<file path="config.mk">
export PLATFORM = sky130hd
export DESIGN_NAME = dcache_mem_seq
export DESIGN_NICKNAME = d
export VERILOG_FILES = /design/src/rtl/dcache_mem_pkg.sv /design/src/rtl/dcmem_tx_shift.sv /design/src/rtl/dcache_mem_seq.sv
export SDC_FILE = /design/constraint.sdc
export NUM_CORES = 1
export LEC_CHECK = 0
export CAP_MARGIN = 5
export CELL_PAD_IN_SITES_DETAIL_PLACEMENT = 1
export CELL_PAD_IN_SITES_GLOBAL_PLACEMENT = 2
export CORE_MARGIN = 5
export CORE_UTILIZATION = 31
export CTS_BUF_LIST = sky130_fd_sc_hd__clkbuf_8
export DETAILED_ROUTE_END_ITERATION = 8
export GPL_TIMING_DRIVEN = 0
export PLACE_DENSITY_LB_ADDON = 0.1
export SETUP_SLACK_MARGIN = 0.05
export SYNTH_ARGS = -nofsm -noshare
export SYNTH_HDL_FRONTEND = slang
export SYNTH_SLANG_ARGS = --single-unit
export TNS_END_PERCENT = 5
</file>
<file path="constraint.sdc">
create_clock -name clk -period 2.3 [get_ports clk]
set_input_delay 0.23 -clock clk [delete_from_list [all_inputs] [get_ports clk]]
set_output_delay 0.23 -clock clk [all_outputs]
set_load 0.01 [all_outputs]
</file>
<file path="src/rtl/dcache_mem_pkg.sv">
// Shared states, bus command codes and the command/address nibble stream builder
// for the dcache memory-side sequencer.
package dcache_mem_pkg;

    typedef enum logic [3:0] {
        S_IDLE,
        S_REQ,
        S_CMD,
        S_ADDR,
        S_WDATA,
        S_WTAIL,
        S_DUMMY,
        S_RDATA,
        S_GAP
    } state_e;

    localparam logic [7:0]  CMD_WRITE    = 8'h38;
    localparam logic [7:0]  CMD_READ     = 8'hEB;
    localparam int unsigned CMD_NIBBLES  = 2;
    localparam int unsigned ADDR_NIBBLES = 6;
    localparam int unsigned TX_W         = 4 * (CMD_NIBBLES + ADDR_NIBBLES);

    // Command byte followed by the byte address, laid out MS nibble first as sent on the bus.
    function automatic logic [TX_W-1:0] tx_nibbles(input logic is_read,
                                                   input logic [4*ADDR_NIBBLES-1:0] byte_addr);
        return {(is_read ? CMD_READ : CMD_WRITE), byte_addr};
    endfunction

endpackage

</file>
<file path="src/rtl/dcmem_tx_shift.sv">
// Parallel-load shift register for the command + address phase; presents the
// most significant nibble and advances one nibble per shift.
module dcmem_tx_shift
    import dcache_mem_pkg::*;
(
    input  logic            clk,
    input  logic            reset,
    input  logic            load_i,
    input  logic            shift_i,
    input  logic [TX_W-1:0] data_i,
    output logic [3:0]      nib_o
);

    logic [TX_W-1:0] sr_q;

    always_ff @(posedge clk) begin
        if (reset) begin
            sr_q <= '0;
        end else if (load_i) begin
            sr_q <= data_i;
        end else if (shift_i) begin
            sr_q <= {sr_q[TX_W-5:0], 4'h0};
        end
    end

    assign nib_o = sr_q[TX_W-1 -: 4];

endmodule

</file>
<file path="src/rtl/dcache_mem_seq.sv">
// Memory-side sequencer: turns a line push/pull into a nibble-serial bus transaction.
// Define DCMEM_INPUT_REG_EN to register mem_din before dread (one extra read cycle).
module dcache_mem_seq
    import dcache_mem_pkg::*;
#(
    parameter int unsigned PA           = 22,
    parameter int unsigned LINE_LENGTH  = 4,
    parameter int unsigned DUMMY_CYCLES = 4,
    parameter int unsigned CS_GAP       = 1
) (
    input  logic                             clk,
    input  logic                             reset,
    input  logic                             push,
    input  logic                             pull,
    input  logic [PA-1:$clog2(LINE_LENGTH)]  tag,
    input  logic [3:0]                       dwrite,
    output logic                             rstrobe_d,
    output logic [3:0]                       dread,
    output logic                             wstrobe_d,
    output logic                             busy,
    output logic                             bus_req,
    input  logic                             bus_gnt,
    output logic                             mem_cs,
    output logic                             mem_oe,
    output logic [3:0]                       mem_dout,
    input  logic [3:0]                       mem_din
);

    localparam int unsigned OFF_BITS  = $clog2(LINE_LENGTH);
    localparam int unsigned AW        = 4 * ADDR_NIBBLES;
    localparam int unsigned DATA_NIBS = 2 * LINE_LENGTH;
`ifdef DCMEM_INPUT_REG_EN
    localparam int unsigned DUMMY_LEN = DUMMY_CYCLES + 1;
`else
    localparam int unsigned DUMMY_LEN = DUMMY_CYCLES;
`endif
    localparam int unsigned CNT_W = $clog2(DATA_NIBS + DUMMY_LEN + CS_GAP + ADDR_NIBBLES + 1);

    state_e           state_q;
    logic [CNT_W-1:0] cnt_q;
    logic             is_read_q;
    logic             bus_req_q, cs_q, oe_q, rstrobe_q, wstrobe_q;
    logic [3:0]       dout_q;

    logic [AW-1:0]    byte_addr;
    logic             accept, sh_shift;
    logic [3:0]       sh_nib;

    assign byte_addr = AW'({tag, {OFF_BITS{1'b0}}});
    assign accept    = (state_q == S_IDLE) && (push || pull);
    // The first nibble leaves on the grant edge, the last address nibble is already on the bus in ADDR's final cycle.
    assign sh_shift  = ((state_q == S_REQ) && bus_gnt) || (state_q == S_CMD) ||
                       ((state_q == S_ADDR) && (cnt_q != CNT_W'(ADDR_NIBBLES - 1)));

    dcmem_tx_shift u_tx_shift (
        .clk     (clk),
        .reset   (reset),
        .load_i  (accept),
        .shift_i (sh_shift),
        .data_i  (tx_nibbles(!push, byte_addr)),
        .nib_o   (sh_nib)
    );

    always_ff @(posedge clk) begin
        if (reset) begin
            state_q   <= S_IDLE;
            cnt_q     <= '0;
            is_read_q <= 1'b0;
            bus_req_q <= 1'b0;
            cs_q      <= 1'b0;
            oe_q      <= 1'b0;
            rstrobe_q <= 1'b0;
            wstrobe_q <= 1'b0;
            dout_q    <= '0;
        end else begin
            case (state_q)
                S_IDLE: if (accept) begin
                    is_read_q <= !push;
                    bus_req_q <= 1'b1;
                    cnt_q     <= '0;
                    state_q   <= S_REQ;
                end
                S_REQ: if (bus_gnt) begin
                    cs_q    <= 1'b1;
                    oe_q    <= 1'b1;
                    dout_q  <= sh_nib;
                    cnt_q   <= '0;
                    state_q <= S_CMD;
                end
                S_CMD: begin
                    dout_q <= sh_nib;
                    if (cnt_q == CNT_W'(CMD_NIBBLES - 1)) begin
                        cnt_q   <= '0;
                        state_q <= S_ADDR;
                    end else begin
                        cnt_q <= cnt_q + 1'b1;
                    end
                end
                S_ADDR: begin
                    if (cnt_q == CNT_W'(ADDR_NIBBLES - 1)) begin
                        cnt_q <= '0;
                        if (is_read_q) begin
                            oe_q    <= 1'b0;
                            state_q <= S_DUMMY;
                        end else begin
                            rstrobe_q <= 1'b1;
                            state_q   <= S_WDATA;
                        end
                    end else begin
                        dout_q <= sh_nib;
                        cnt_q  <= cnt_q + 1'b1;
                    end
                end
                S_WDATA: begin
                    dout_q <= dwrite;
                    if (cnt_q == CNT_W'(DATA_NIBS - 1)) begin
                        rstrobe_q <= 1'b0;
                        cnt_q     <= '0;
                        state_q   <= S_WTAIL;
                    end else begin
                        cnt_q <= cnt_q + 1'b1;
                    end
                end
                S_WTAIL: begin
                    cs_q    <= 1'b0;
                    oe_q    <= 1'b0;
                    state_q <= S_GAP;
                end
                S_DUMMY: begin
                    if (cnt_q == CNT_W'(DUMMY_LEN - 1)) begin
                        wstrobe_q <= 1'b1;
                        cnt_q     <= '0;
                        state_q   <= S_RDATA;
                    end else begin
                        cnt_q <= cnt_q + 1'b1;
                    end
                end
                S_RDATA: begin
                    if (cnt_q == CNT_W'(DATA_NIBS - 1)) begin
                        wstrobe_q <= 1'b0;
                        cs_q      <= 1'b0;
                        cnt_q     <= '0;
                        state_q   <= S_GAP;
                    end else begin
                        cnt_q <= cnt_q + 1'b1;
                    end
                end
                S_GAP: begin
                    if (cnt_q == CNT_W'(CS_GAP - 1)) begin
                        bus_req_q <= 1'b0;
                        cnt_q     <= '0;
                        state_q   <= S_IDLE;
                    end else begin
                        cnt_q <= cnt_q + 1'b1;
                    end
                end
                default: state_q <= S_IDLE;
            endcase
        end
    end

`ifdef DCMEM_INPUT_REG_EN
    logic [3:0] din_q;

    always_ff @(posedge clk) begin
        if (reset) begin
            din_q <= '0;
        end else begin
            din_q <= mem_din;
        end
    end

    assign dread = wstrobe_q ? din_q : '0;
`else
    assign dread = wstrobe_q ? mem_din : '0;
`endif

    assign busy      = (state_q != S_IDLE);
    assign bus_req   = bus_req_q;
    assign mem_cs    = cs_q;
    assign mem_oe    = oe_q;
    assign mem_dout  = dout_q;
    assign rstrobe_d = rstrobe_q;
    assign wstrobe_d = wstrobe_q;

endmodule

</file>
Selected gate families:
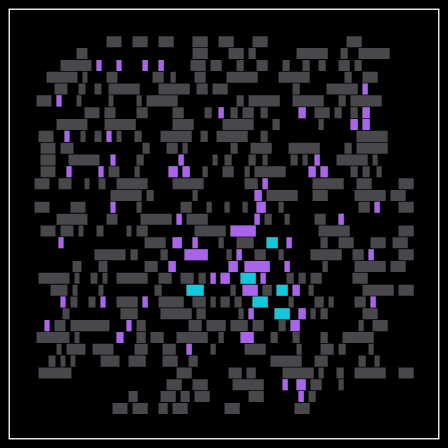
colour	family	cells	most used
cyan	non-inverting ao/oa cells	6	a221o_1
purple	nor cells	62	nor2_1

Ports around the boundary:
Bar = 20 um. Pins as bars across the die edge, other pins in grey.
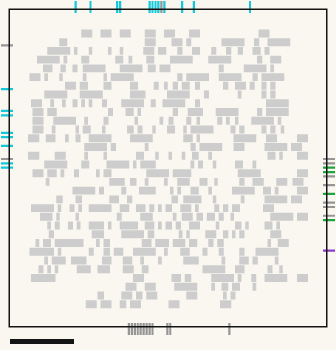
colour	port	pins	direction	edge
cyan	`tag`	20	input	12 top, 8 left
purple	`rstrobe_d`	1	output	right
green	`mem_dout`	4	output	right

==> job_summary.md <==
### Flow metrics

| Metric | Value |
|---|---|
| Result of the run | `complete, no violations` |
| Initial antenna violation count | `0` |
| Max_cap viols | `0` |
| Power consumed by sequential cells | `approximately 0.0012 W` |
| Data buffer area share | `18.3%` |
| Global routing's busiest layer | `met2` |
| Number of buffers added on ports | `45` |
| Cell type with the largest total area | `dfxtp_1` |
| Horiz. Die Dim | `98.4 um` |
| Total congestion overflow | `0` |
| Diode count | `0` |
| Launching instance or port of the critical path | `state_q[3]` |
| Drt drc | `0` |
| Rows | `32` |
| Power per Cell Area | `1060 mW/mm2` |
| Endpoint class of the critical path | `flip-flop` |
| Maximum root-to-sink buffer count | `2` |
| Relative slew margins | `57.6%` |
| Fraction of standard cell area that is sequential | `31.3%` |
| Multi-input combinational cell count | `~220` |
| Switching Share | `about two fifths` |
| Met2 layer usage reported by global route | `24.6%` |
| Total via count in the routed design | `2341` |
| Critical Path End | `u_tx_shift.sr_q[15]` |
| Critical path required time | `2560 ps` |
| Uppermost layer routed | `met4` |
| Worst Skew | `13.2 ps` |
| Pin count of the biggest net entering global routing | `18` |
| Fill cell count | `936` |
| Post-route fraction of the period consumed by the critical path | `95.6%` |
| Post-synth ARST share | `0%` |
| Clock buf count | `5` |
| Insertion delay to the later sink of the worst-skew pair | `between 300 and 400 ps` |
| Register clock-pin slew on the reported worst setup and hold paths | `110 ps` |
| Floorplan net count | `roughly 340` |
| R2R Path Start | `state_q[3]` |
| Critical path depth | `7` |
| Most instantiated logic cells after routing | `dfxtp_1, clkdlybuf4s50_1, nor2_1, nand2_1, a21oi_1` |
| Hold Startpoint | `reset` |
| Global-route total usage across every layer | `15.8%` |
| Total count of hold-check failures in the final report | `0` |
| Post-cts hold-fix buffer tally | `0` |
| Synth area leaders | `dfxtp_1, a21oi_1, nor2_1` |
| Number of synthesis warnings | `0` |
| CP dominant cell by count | `clkbuf_1` |
| Non-filler cells in the finished layout | `455` |
| Mapped Avg Cell Area | `8.05 um2` |
| Simple-gate portion of the synthesized area | `25.9%` |
| Util after Layout | `around 41%` |
| RSZ-0062 raised after global routing | `true` |
| Root Buffer Master | `clkbuf_8` |
| Clock period minus final worst setup slack | `between 2000 and 2500 ps` |
| Hold worst-path end | `mem_cs` |
| YS chip area | `0.00242 mm2` |
| Cell area after synthesis | `roughly 0.0024 mm2` |
| Top cells by count, synth | `dfxtp_1, nor2_1, a21oi_1, nand2_1, clkbuf_1` |
| Worst-case reg-to-reg path depth | `7` |
| Core outline area | `0.00769 mm2` |
| Share of the final layout cell area in multi-input gates | `42.7%` |
| CTS tree | `built` |
| Combinational family with the most area after synthesis | `simple AND/OR/NAND/NOR gates` |
| Number of clock sinks seen by CTS | `49` |
| Sequential cell area | `983 um2` |
| Post-synthesis share of cell area spent on and-or and or-and gates | `between 20 and 25%` |
| RePlAce Congestion | `roughly 0.85` |
| Detailed-routing iteration count for the pre-antenna-repair pass | `4` |
| Post-synth mux share | `under 10%` |
| Number of non-clock inverters in the layout | `5` |
| Worst r2r dst | `u_tx_shift.sr_q[15]` |
| Post-synthesis cell count | `301` |
| Tool warnings | `30` |
| Worst min path class | `input pin to flip-flop` |
| Met1 demand-to-capacity share in global routing | `22.5%` |
| Launching element type of the critical path | `flip-flop` |
| Commonest flop | `dfxtp_1` |
| Overall chip area | `0.00969 mm2` |
| Relative area change from synthesis to final layout | `29.5%` |
| Net count of the finished layout | `388` |
| Smallest hold slack | `384 ps` |
| Met1 wire length | `3780 um` |
| P_sw | `0.00139 W` |
| Vertical extent of the die | `98.4 um` |
| Number of failing setup endpoints in the final timing report | `0` |
| Depth of the CTS H-tree | `2` |
| Antenna-violating nets left | `0` |
| Number of library cell types mapped by synthesis | `between 40 and 50` |
| Relative contribution of sequential cells to total power | `36.3%` |
| Top contributor to total power | `combinational logic` |
| Tap cells | `102` |
| Cell group occupying the most layout area | `multi-input combinational cells` |
| First-pass GRT wire length | `12400 um` |
| Internal power component | `0.00194 W` |
| Most frequently placed logic cell in the final layout | `dfxtp_1` |
| Worst-path cell chain | `clkbuf_1, nor2_2, nand2_1, nor2_1, clkbuf_1, a22oi_1, a21oi_1` |
| Most frequent cell after synthesis | `dfxtp_1` |
| Layout sequential cell count | `49` |
| Clock-cell share of area | `2.99%` |
| Via/cell ratio | `roughly 5.1` |
| Clk pwr share | `between 15 and 20%` |
| Number of synthesized register bits | `49` |
| Leakage power total | `around 1.1 nW` |
| Xor and xnor fraction of the mapped netlist area | `under 10%` |
| Stage delay of the slowest cell on the critical path | `480 ps` |
| Top cell family by delay on the critical path | `simple AND/OR/NAND/NOR gates` |
| Worst IR Drop VDD | `0.000359 V` |
| Buffer count excluding the clock tree in the final layout | `71` |
| Data arrival, critical path | `~2500 ps` |
| Via count of the first global-routing pass | `about 2400` |
| Post-synthesis cell count from yosys | `about 300` |
| Top Ports | `~47` |
| Post-detailed-route wirelength per cell | `16.4 um` |
| Clock distribution power | `0.000546 W` |
| Combinational group power | `0.00157 W` |
| DRT Wirelength | `~7500 um` |
| FA/HA/MAJ Cells, Area Fraction | `under 10%` |
| Number of CTS-inserted buffers | `5` |
| Internal reg-to-reg setup slack | `100 ps` |
| Worst Max-Slew Pin Slew | `between 600 and 700 ps` |
| Detailed placer's ending HPWL | `5570 um` |
| Final number of max-transition violations | `0` |
| Met2 routed wirelength | `roughly 3300 um` |
| Placed Cells incl. Taps | `around 450` |
| Fraction of final layout cells with drive strength greater than 1 | `9.35%` |
| Crit-path slowest cell | `clkbuf_1` |
| Number of stages on the worst hold path | `2` |
| Starting utilization of the core area | `a little under a third` |
| Area share of the largest cell type after synthesis | `about 40%` |
Zoomed window:
Bar = 5 um. Window x 39 to 59, y 59 to 79 um. Cells in grey, sequential cells in the stronger grey; small squares are vias.
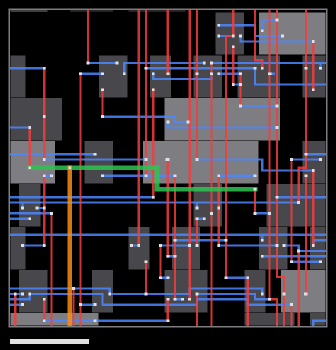
colour	layer
green	M3
orange	M4
red	M2
blue	M1
cells with their middle in the window	24
sequential cells in the window	3
most frequent	a21oi_1 (5), nand3_1 (3), dfxtp_1 (3)
netlist names of flops here include	`u_tx_shift.sr_q` (3)

==> repair_timing <==
action / CTS / global route
resized: 7 / 10
buffers inserted: 0 / 0
setup endpoints to repair: 31 / 33
pin swaps: 0 / 2
cloned: 0 / 0
==> registers in the layout, summed over array words and instances (netlist names), 4 cells and up <==
name             flops
mem_dout             4
cnt_q                5
u_tx_shift.sr_q     30
state_q              4
==> stage by stage <==
| stage | total power (W) | worst slack, ps | instance area (um2) | TNS (ps) |
|---|---|---|---|---|
| final | 0.00333 | 101 | 3140 | 0 |
| after global routing | 0.00358 | -68.7 | 3140 | -573 |
| after CTS | 0.00335 | 18.2 | 3110 | 0 |
| after detailed placement | 0.00277 | -172 | 3000 | -2570 |
| after global placement | 0.00275 | -159 | 3000 | -2400 |
| after floorplan | 0.00223 | 215 | 2420 | 0 |
No activity file was given, so power comes from the tool's default toggle rates.
